### The metal 2 layer

Cells faint in the background.
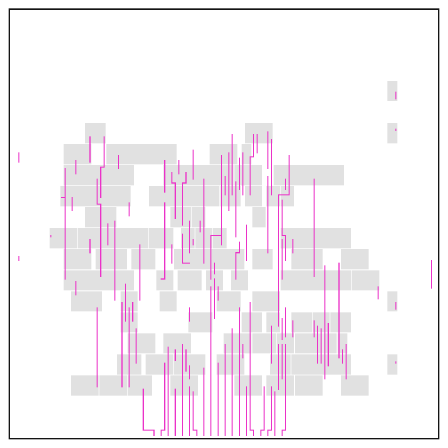
### Register map, names as in the netlist

Other sequential cells in the stronger grey, the rest of the logic in the fainter grey.
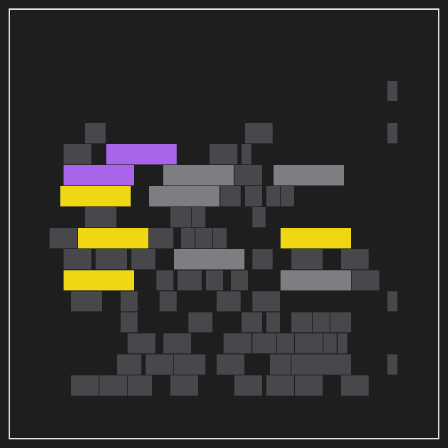
### I/O nets highlighted

Scale bar: 20 um.
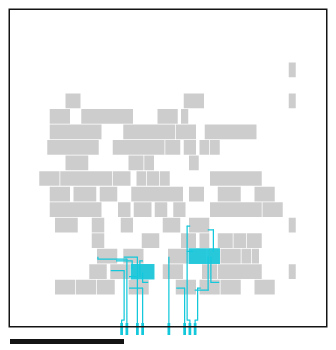
### The metal 1 layer

Supply wires on this layer in grey. Cells faint in the background.
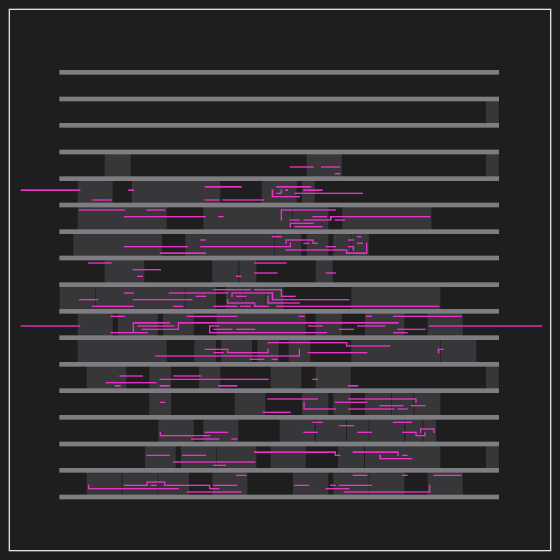
[src/rtl/xlr8_tone_pkg.sv]
// -----------------------------------------------------------------------------
// xlr8_tone_pkg
// Shared definitions for the tone period capture block: prescaler encoding and
// divide values, CTRL/STAT bit positions and the measurement state enum.
// -----------------------------------------------------------------------------
package xlr8_tone_pkg;

   // Prescaler select as written into CTRL[2:1].
   typedef enum logic [1:0] {
      PRE_DIV1   = 2'b00,
      PRE_DIV8   = 2'b01,
      PRE_DIV64  = 2'b10,
      PRE_DIV256 = 2'b11
   } pre_e;

   localparam int unsigned DIV_1   = 1;
   localparam int unsigned DIV_8   = 8;
   localparam int unsigned DIV_64  = 64;
   localparam int unsigned DIV_256 = 256;

   // CTRL bit positions.
   localparam int CTRL_EN_BIT  = 0;
   localparam int CTRL_PRE_LSB = 1;
   localparam int CTRL_PRE_MSB = 2;
   localparam int CTRL_IE_BIT  = 3;

   // STAT bit positions.
   localparam int STAT_VALID_BIT = 0;
   localparam int STAT_OVR_BIT   = 1;
   localparam int STAT_TOUT_BIT  = 2;
   localparam int STAT_LEVEL_BIT = 3;

   typedef enum logic [1:0] {
      ST_IDLE    = 2'd0,
      ST_ARM     = 2'd1,
      ST_MEASURE = 2'd2
   } state_e;

   // Terminal count of the prescaler: a tick is issued when the prescaler
   // equals divide-1, so /1 ticks on every clock.
   function automatic logic [7:0] pre_limit(input pre_e pre);
      case (pre)
         PRE_DIV1:  return 8'(DIV_1 - 1);
         PRE_DIV8:  return 8'(DIV_8 - 1);
         PRE_DIV64: return 8'(DIV_64 - 1);
         default:   return 8'(DIV_256 - 1);
      endcase
   endfunction

endpackage

[src/rtl/tone_period_core.sv]
// -----------------------------------------------------------------------------
// tone_period_core
// Synchronizes tone_in, detects rising edges, runs the prescaler and the
// saturating 16-bit period counter, and sequences IDLE/ARM/MEASURE.
// Ports:
//   clk, rstn     clock, async active-low reset
//   en            CTRL.EN
//   restart       one-clk pulse: EN 0->1 or PRE changed while enabled
//   pre           CTRL.PRE
//   tone_in       asynchronous square wave
//   capture       one-clk pulse: a period has been measured
//   capture_val   period value to load when capture is high
//   tout_set      one-clk pulse: counter has just reached 0xFFFF
//   tone_level    synchronized tone level
// -----------------------------------------------------------------------------
module tone_period_core
   import xlr8_tone_pkg::*;
(
   input  logic        clk,
   input  logic        rstn,
   input  logic        en,
   input  logic        restart,
   input  logic [1:0]  pre,
   input  logic        tone_in,
   output logic        capture,
   output logic [15:0] capture_val,
   output logic        tout_set,
   output logic        tone_level
);

   logic [1:0]  sync_q, sync_d;
   logic        prev_q, prev_d;
   state_e      state_q, state_d;
   logic [7:0]  presc_q, presc_d;
   logic [15:0] cnt_q, cnt_d;

   logic        rise;
   logic        tick;
   logic [15:0] cnt_inc;

   // NOTE: every signal assigned in this block gets a default first, so no
   // path leaves a value unassigned and no latch is inferred.
   always_comb begin
      sync_d   = {sync_q[0], tone_in};
      prev_d   = sync_q[1];
      rise     = sync_q[1] & ~prev_q;
      tick     = (state_q == ST_MEASURE) && (presc_q == pre_limit(pre_e'(pre)));
      cnt_inc  = (cnt_q == 16'hFFFF) ? cnt_q : cnt_q + 16'd1;

      // The tick landing on the capture clock still belongs to this period.
      capture_val = tick ? cnt_inc : cnt_q;

      state_d  = state_q;
      presc_d  = presc_q;
      cnt_d    = cnt_q;
      capture  = 1'b0;
      tout_set = 1'b0;

      if (restart) begin
         state_d = ST_ARM;
         presc_d = '0;
         cnt_d   = '0;
      end else if (!en) begin
         state_d = ST_IDLE;
         presc_d = '0;
         cnt_d   = '0;
      end else begin
         case (state_q)
            ST_IDLE: state_d = ST_ARM;
            ST_ARM: begin
               if (rise) begin
                  state_d = ST_MEASURE;
                  presc_d = '0;
                  cnt_d   = '0;
               end
            end
            ST_MEASURE: begin
               if (rise) begin
                  capture = 1'b1;
                  presc_d = '0;
                  cnt_d   = '0;
               end else if (tick) begin
                  presc_d  = '0;
                  cnt_d    = cnt_inc;
                  tout_set = (cnt_q == 16'hFFFE);
               end else begin
                  presc_d = presc_q + 8'd1;
               end
            end
            default: state_d = ST_IDLE;
         endcase
      end
   end

   assign tone_level = sync_q[1];

   // NOTE: state is updated only with non-blocking assignments so every flop
   // samples values from before the edge, independent of statement order.
   always_ff @(posedge clk or negedge rstn) begin
      if (!rstn) begin
         sync_q  <= '0;
         prev_q  <= 1'b0;
         state_q <= ST_IDLE;
         presc_q <= '0;
         cnt_q   <= '0;
      end else begin
         sync_q  <= sync_d;
         prev_q  <= prev_d;
         state_q <= state_d;
         presc_q <= presc_d;
         cnt_q   <= cnt_d;
      end
   end

endmodule

[src/rtl/xlr8_tone_capture.sv]
// -----------------------------------------------------------------------------
// xlr8_tone_capture
// AVR data-memory mapped tone period capture: bus decode, CTRL/PERIOD/STAT
// registers, atomic 16-bit read shadow and the level interrupt.
// Ports:
//   clk, rstn            clock, async active-low reset
//   clken                AVR clock enable (qualifies writes and read effects)
//   dbus_in / dbus_out   AVR write / read data
//   io_out_en            high while the AVR reads one of our addresses
//   ramadr, ramre, ramwe, dm_sel   data-memory bus
//   tone_in              asynchronous square wave
//   tone_irq             registered IE & VALID
// -----------------------------------------------------------------------------
module xlr8_tone_capture
   import xlr8_tone_pkg::*;
#(
   parameter int TONE_CTRL_ADDR = 0,
   parameter int TONE_PERL_ADDR = 0,
   parameter int TONE_PERH_ADDR = 0,
   parameter int TONE_STAT_ADDR = 0
) (
   input  logic       clk,
   input  logic       rstn,
   input  logic       clken,
   input  logic [7:0] dbus_in,
   output logic [7:0] dbus_out,
   output logic       io_out_en,
   input  logic [7:0] ramadr,
   input  logic       ramre,
   input  logic       ramwe,
   input  logic       dm_sel,
   input  logic       tone_in,
   output logic       tone_irq
);

   localparam logic [7:0] CTRL_A = 8'(TONE_CTRL_ADDR);
   localparam logic [7:0] PERL_A = 8'(TONE_PERL_ADDR);
   localparam logic [7:0] PERH_A = 8'(TONE_PERH_ADDR);
   localparam logic [7:0] STAT_A = 8'(TONE_STAT_ADDR);

   logic [3:0]  ctrl_q, ctrl_d;
   logic [15:0] period_q, period_d;
   logic [7:0]  shadow_q, shadow_d;
   logic [2:0]  stat_q, stat_d;
   logic        irq_q, irq_d;

   logic sel_ctrl, sel_perl, sel_perh, sel_stat;
   logic ctrl_we, stat_we, perl_rd, restart;
   logic [2:0] stat_set, stat_clr;

   logic        capture, tout_set, tone_level;
   logic [15:0] capture_val;

   // Upper write-data bits have no storage behind them.
   logic unused_dbus;
   assign unused_dbus = ^dbus_in[7:4];

   tone_period_core u_core (
      .clk         (clk),
      .rstn        (rstn),
      .en          (ctrl_q[CTRL_EN_BIT]),
      .restart     (restart),
      .pre         (ctrl_q[CTRL_PRE_MSB:CTRL_PRE_LSB]),
      .tone_in     (tone_in),
      .capture     (capture),
      .capture_val (capture_val),
      .tout_set    (tout_set),
      .tone_level  (tone_level)
   );

   always_comb begin
      sel_ctrl  = dm_sel && (ramadr == CTRL_A);
      sel_perl  = dm_sel && (ramadr == PERL_A);
      sel_perh  = dm_sel && (ramadr == PERH_A);
      sel_stat  = dm_sel && (ramadr == STAT_A);
      io_out_en = (sel_ctrl | sel_perl | sel_perh | sel_stat) & ramre;

      ctrl_we = sel_ctrl & ramwe & clken;
      stat_we = sel_stat & ramwe & clken;
      perl_rd = sel_perl & ramre & clken;

      // Re-arm when the block is being switched on, or when the prescaler
      // changes under a running measurement.
      restart = ctrl_we & dbus_in[CTRL_EN_BIT] &
                (~ctrl_q[CTRL_EN_BIT] |
                 (dbus_in[CTRL_PRE_MSB:CTRL_PRE_LSB] != ctrl_q[CTRL_PRE_MSB:CTRL_PRE_LSB]));

      ctrl_d   = ctrl_we ? dbus_in[3:0] : ctrl_q;
      period_d = capture ? capture_val : period_q;
      shadow_d = perl_rd ? period_q[15:8] : shadow_q;

      // Set has priority over a write-1-to-clear in the same cycle.
      stat_set = '0;
      stat_set[STAT_VALID_BIT] = capture;
      stat_set[STAT_OVR_BIT]   = capture & stat_q[STAT_VALID_BIT];
      stat_set[STAT_TOUT_BIT]  = tout_set;
      stat_clr = stat_we ? dbus_in[2:0] : 3'b000;
      stat_d   = stat_set | (stat_q & ~stat_clr);

      irq_d = ctrl_q[CTRL_IE_BIT] & stat_q[STAT_VALID_BIT];

      if (sel_ctrl)      dbus_out = {4'b0000, ctrl_q};
      else if (sel_perl) dbus_out = period_q[7:0];
      else if (sel_perh) dbus_out = shadow_q;
      else if (sel_stat) dbus_out = {4'b0000, tone_level, stat_q};
      else               dbus_out = 8'h00;
   end

   assign tone_irq = irq_q;

   always_ff @(posedge clk or negedge rstn) begin
      if (!rstn) begin
         ctrl_q   <= '0;
         period_q <= '0;
         shadow_q <= '0;
         stat_q   <= '0;
         irq_q    <= 1'b0;
      end else begin
         ctrl_q   <= ctrl_d;
         period_q <= period_d;
         shadow_q <= shadow_d;
         stat_q   <= stat_d;
         irq_q    <= irq_d;
      end
   end

endmodule

[config.mk]
export PLATFORM = sky130hd
export DESIGN_NAME = xlr8_tone_capture
export DESIGN_NICKNAME = d
export VERILOG_FILES = /design/src/rtl/xlr8_tone_pkg.sv /design/src/rtl/tone_period_core.sv /design/src/rtl/xlr8_tone_capture.sv
export SDC_FILE = /design/constraint.sdc
export NUM_CORES = 1
export LEC_CHECK = 0
export CORE_MARGIN = 5
export CORE_UTILIZATION = 27
export DETAILED_ROUTE_END_ITERATION = 8
export PLACE_DENSITY = 0.62
export SKIP_LAST_GASP = 1
export SLEW_MARGIN = 25
export SYNTH_ARGS = -nofsm -noshare
export SYNTH_HDL_FRONTEND = slang
export SYNTH_SLANG_ARGS = --single-unit
[constraint.sdc]
create_clock -name clk -period 3.3 [get_ports clk]
set_input_delay 0.66 -clock clk [delete_from_list [all_inputs] [get_ports clk]]
set_output_delay 0.66 -clock clk [all_outputs]
set_load 0.02 [all_outputs]
==> impl.org <==
#+TITLE: Implementation results

** Run status
- Run status :: finished, final reports clean

** Setup path
- OpenSTA lists the critical path endpoint as io_out_en.
- Crit Reg-Reg Endpoint :: stat_q[0]
- Walking the critical path from launch to capture passes 6 cell instances.
- Reg-to-reg setup timing slack :: between 2 and 2.5 ns
- Type of origin of the critical path :: primary input
- CP peak stage delay :: about 0.53 ns
- The cell family contributing the most delay on the critical path is buffers and inverters.
- Data arrival time of the critical path :: about 2.4 ns

** Placed design
- Total placed cells including tap cells :: a little over 100
- Prior to clock tree synthesis, the placed netlist has a worst setup slack of -0.0154 ns.
- Per the detailed placement report, the placed cell area equals around 840 sq um.
- I/O Buffers :: 24

** Clock tree
- The number of setup buffers added after CTS is 0.
- Clock-pin slew on the worst setup and hold paths :: roughly 0.070 ns
- The clock drives 11 sinks.
- CTS built an H-tree with a depth of 1.
- Per the skew report, the later register of the worst-skew pair sees a clock latency of between 0.2 and 0.3 ns.

** Cells and area
- The post-route utilization of the core is recorded as 0.439.
- Non-Filler Cell Area, Final :: 862 sq um
- The layout report lists the multi-input gate area as 258 sq um.
- The layout summary lists the proportion of cells stronger than drive strength 1 as 0.190.
- 0 antenna diodes ended up in the layout.

** Die
- Die Size :: between 3000 and 4000 sq um
- In the floorplan report the effective utilization is 0.283.

** STA
- RSZ-0062 raised after global routing :: false
- The final timing report lists clock skew as around 0.00054 ns.
- In the finished design, the share of the clock period the worst path needs comes to 0.919.
- The critical path in the final layout is reported with a setup slack of about 0.27 ns.
- Smallest hold slack :: 0.352 ns

** Synthesis
- The synthesis log from Yosys contains 0 warnings.
- Number of synthesized flops with an enable pin :: 0
- Cell count after synthesis :: roughly 48
- Post-synth cell types :: 22
- Mean cell area of the mapped netlist :: about 12 sq um
- Of the synthesized area, sequential elements account for 0.495.
- The synthesized design spends more area on one cell type than any other, namely sky130_fd_sc_hd__dfrtp_1.

** Route
- Antenna Nets Post-Route :: 0
- The script parses the final routing iteration and logs DRC violations as 0.
- Detail-routed via count per cell :: around 4.2
- Drt initial violations :: 5

** Run
- The number of maximum-capacitance violations recorded for the run is 0.

** Min path
- Hold path startpoint :: u_core.sync_q[0]

** Power and ir drop
- Dividing total power by cell area gives a power density of roughly 310 nW/um^2.
- The analysis attributes to cell leakage a power of around 0.38 nW.
Notes on 'The metal 2 layer' above:
- nets with wire on the layer: 85
- main direction: vertical
- longest straight run: 19.2 um
via total after detailed routing: 447
Routed Wire Length: 1.20 mm
global-route met2 utilization: 0.128

Notes on 'Register map, names as in the netlist' above:
- yellow: `ctrl_q` (flops 4)
- purple: `u_core.sync_q` (flops 2)
- not coloured: 5
sequential power: 0.140 mW
share of cell area taken by flip-flops and latches: 0.319

Notes on 'I/O nets highlighted' above:
- cyan: `ramadr` (bits 8; direction input; edge bottom; end cells 3; wire 127 um)

Notes on 'The metal 1 layer' above:
- longest straight run: 22.5 um
- nets with wire on the layer: 85
- wire length on this layer: 511 um
- main direction: horizontal
met1 usage in global routing: 0.0966

[metal layers]
layer | global-route usage | vias up | wire length, um
li1 | - | 228 | -
met1 | 0.0966 | 205 | 510
met2 | 0.128 | 14 | 610
met3 | 0.0443 | 0 | 75
met4 | 0.0208 | 0 | 0
met5 | 0 | - | 0
[layout make-up]
cell class | count | share of cell area
well taps | 27 | 0.0392
inverters | 1 | 0.00435
clock buffers | 3 | 0.0261
multi-input cells | 35 | 0.299
flip-flops and latches | 11 | 0.319
repair buffers | 28 | 0.306
clock inverters | 1 | 0.00581
[synth_stat cells, drive strengths merged (2+ instances only)]
| library cell | instances |
|---|---|
| a21oi | 2 |
| and2 | 6 |
| buf | 4 |
| dfrtp | 11 |
| mux2 | 4 |
| nand3 | 2 |
| nor4 | 2 |
| nor4bb | 2 |
| o21ai | 2 |
| xnor2 | 2 |
[cell families after synthesis]
| kind of cell | count (synthesis) | synth area share |
|---|---|---|
| AND-OR/OR-AND | 5 | 0.0541 |
| other | 1 | 0.00675 |
| AND/OR/NAND/NOR | 20 | 0.270 |
| XOR/XNOR | 2 | 0.0315 |
| multiplexers | 4 | 0.0811 |
| flip-flops | 11 | 0.495 |
| buffers and inverters | 5 | 0.0608 |
[sequential cells by signal (all words and copies together) (netlist names)]
name            flops
ctrl_q              4
stat_q              1
tone_irq            1
u_core.prev_q       1
u_core.state_q      2
u_core.sync_q       2
[report_power, final]
| group | internal (mW) | total (mW) | switching [mW] |
|---|---|---|---|
| logic | 0.0246 | 0.0387 | 0.0141 |
| registers | 0.138 | 0.140 | 0.00213 |
| clock network | 0.0449 | 0.0905 | 0.0456 |
| total | 0.207 | 0.269 | 0.0618 |
[what timing repair did]
item / CTS / global route
hold buffers: 0 / 0
endpoints found under the setup margin: 5 / 0
resized: 5 / 0
Power is estimated from default activity; no workload was simulated.
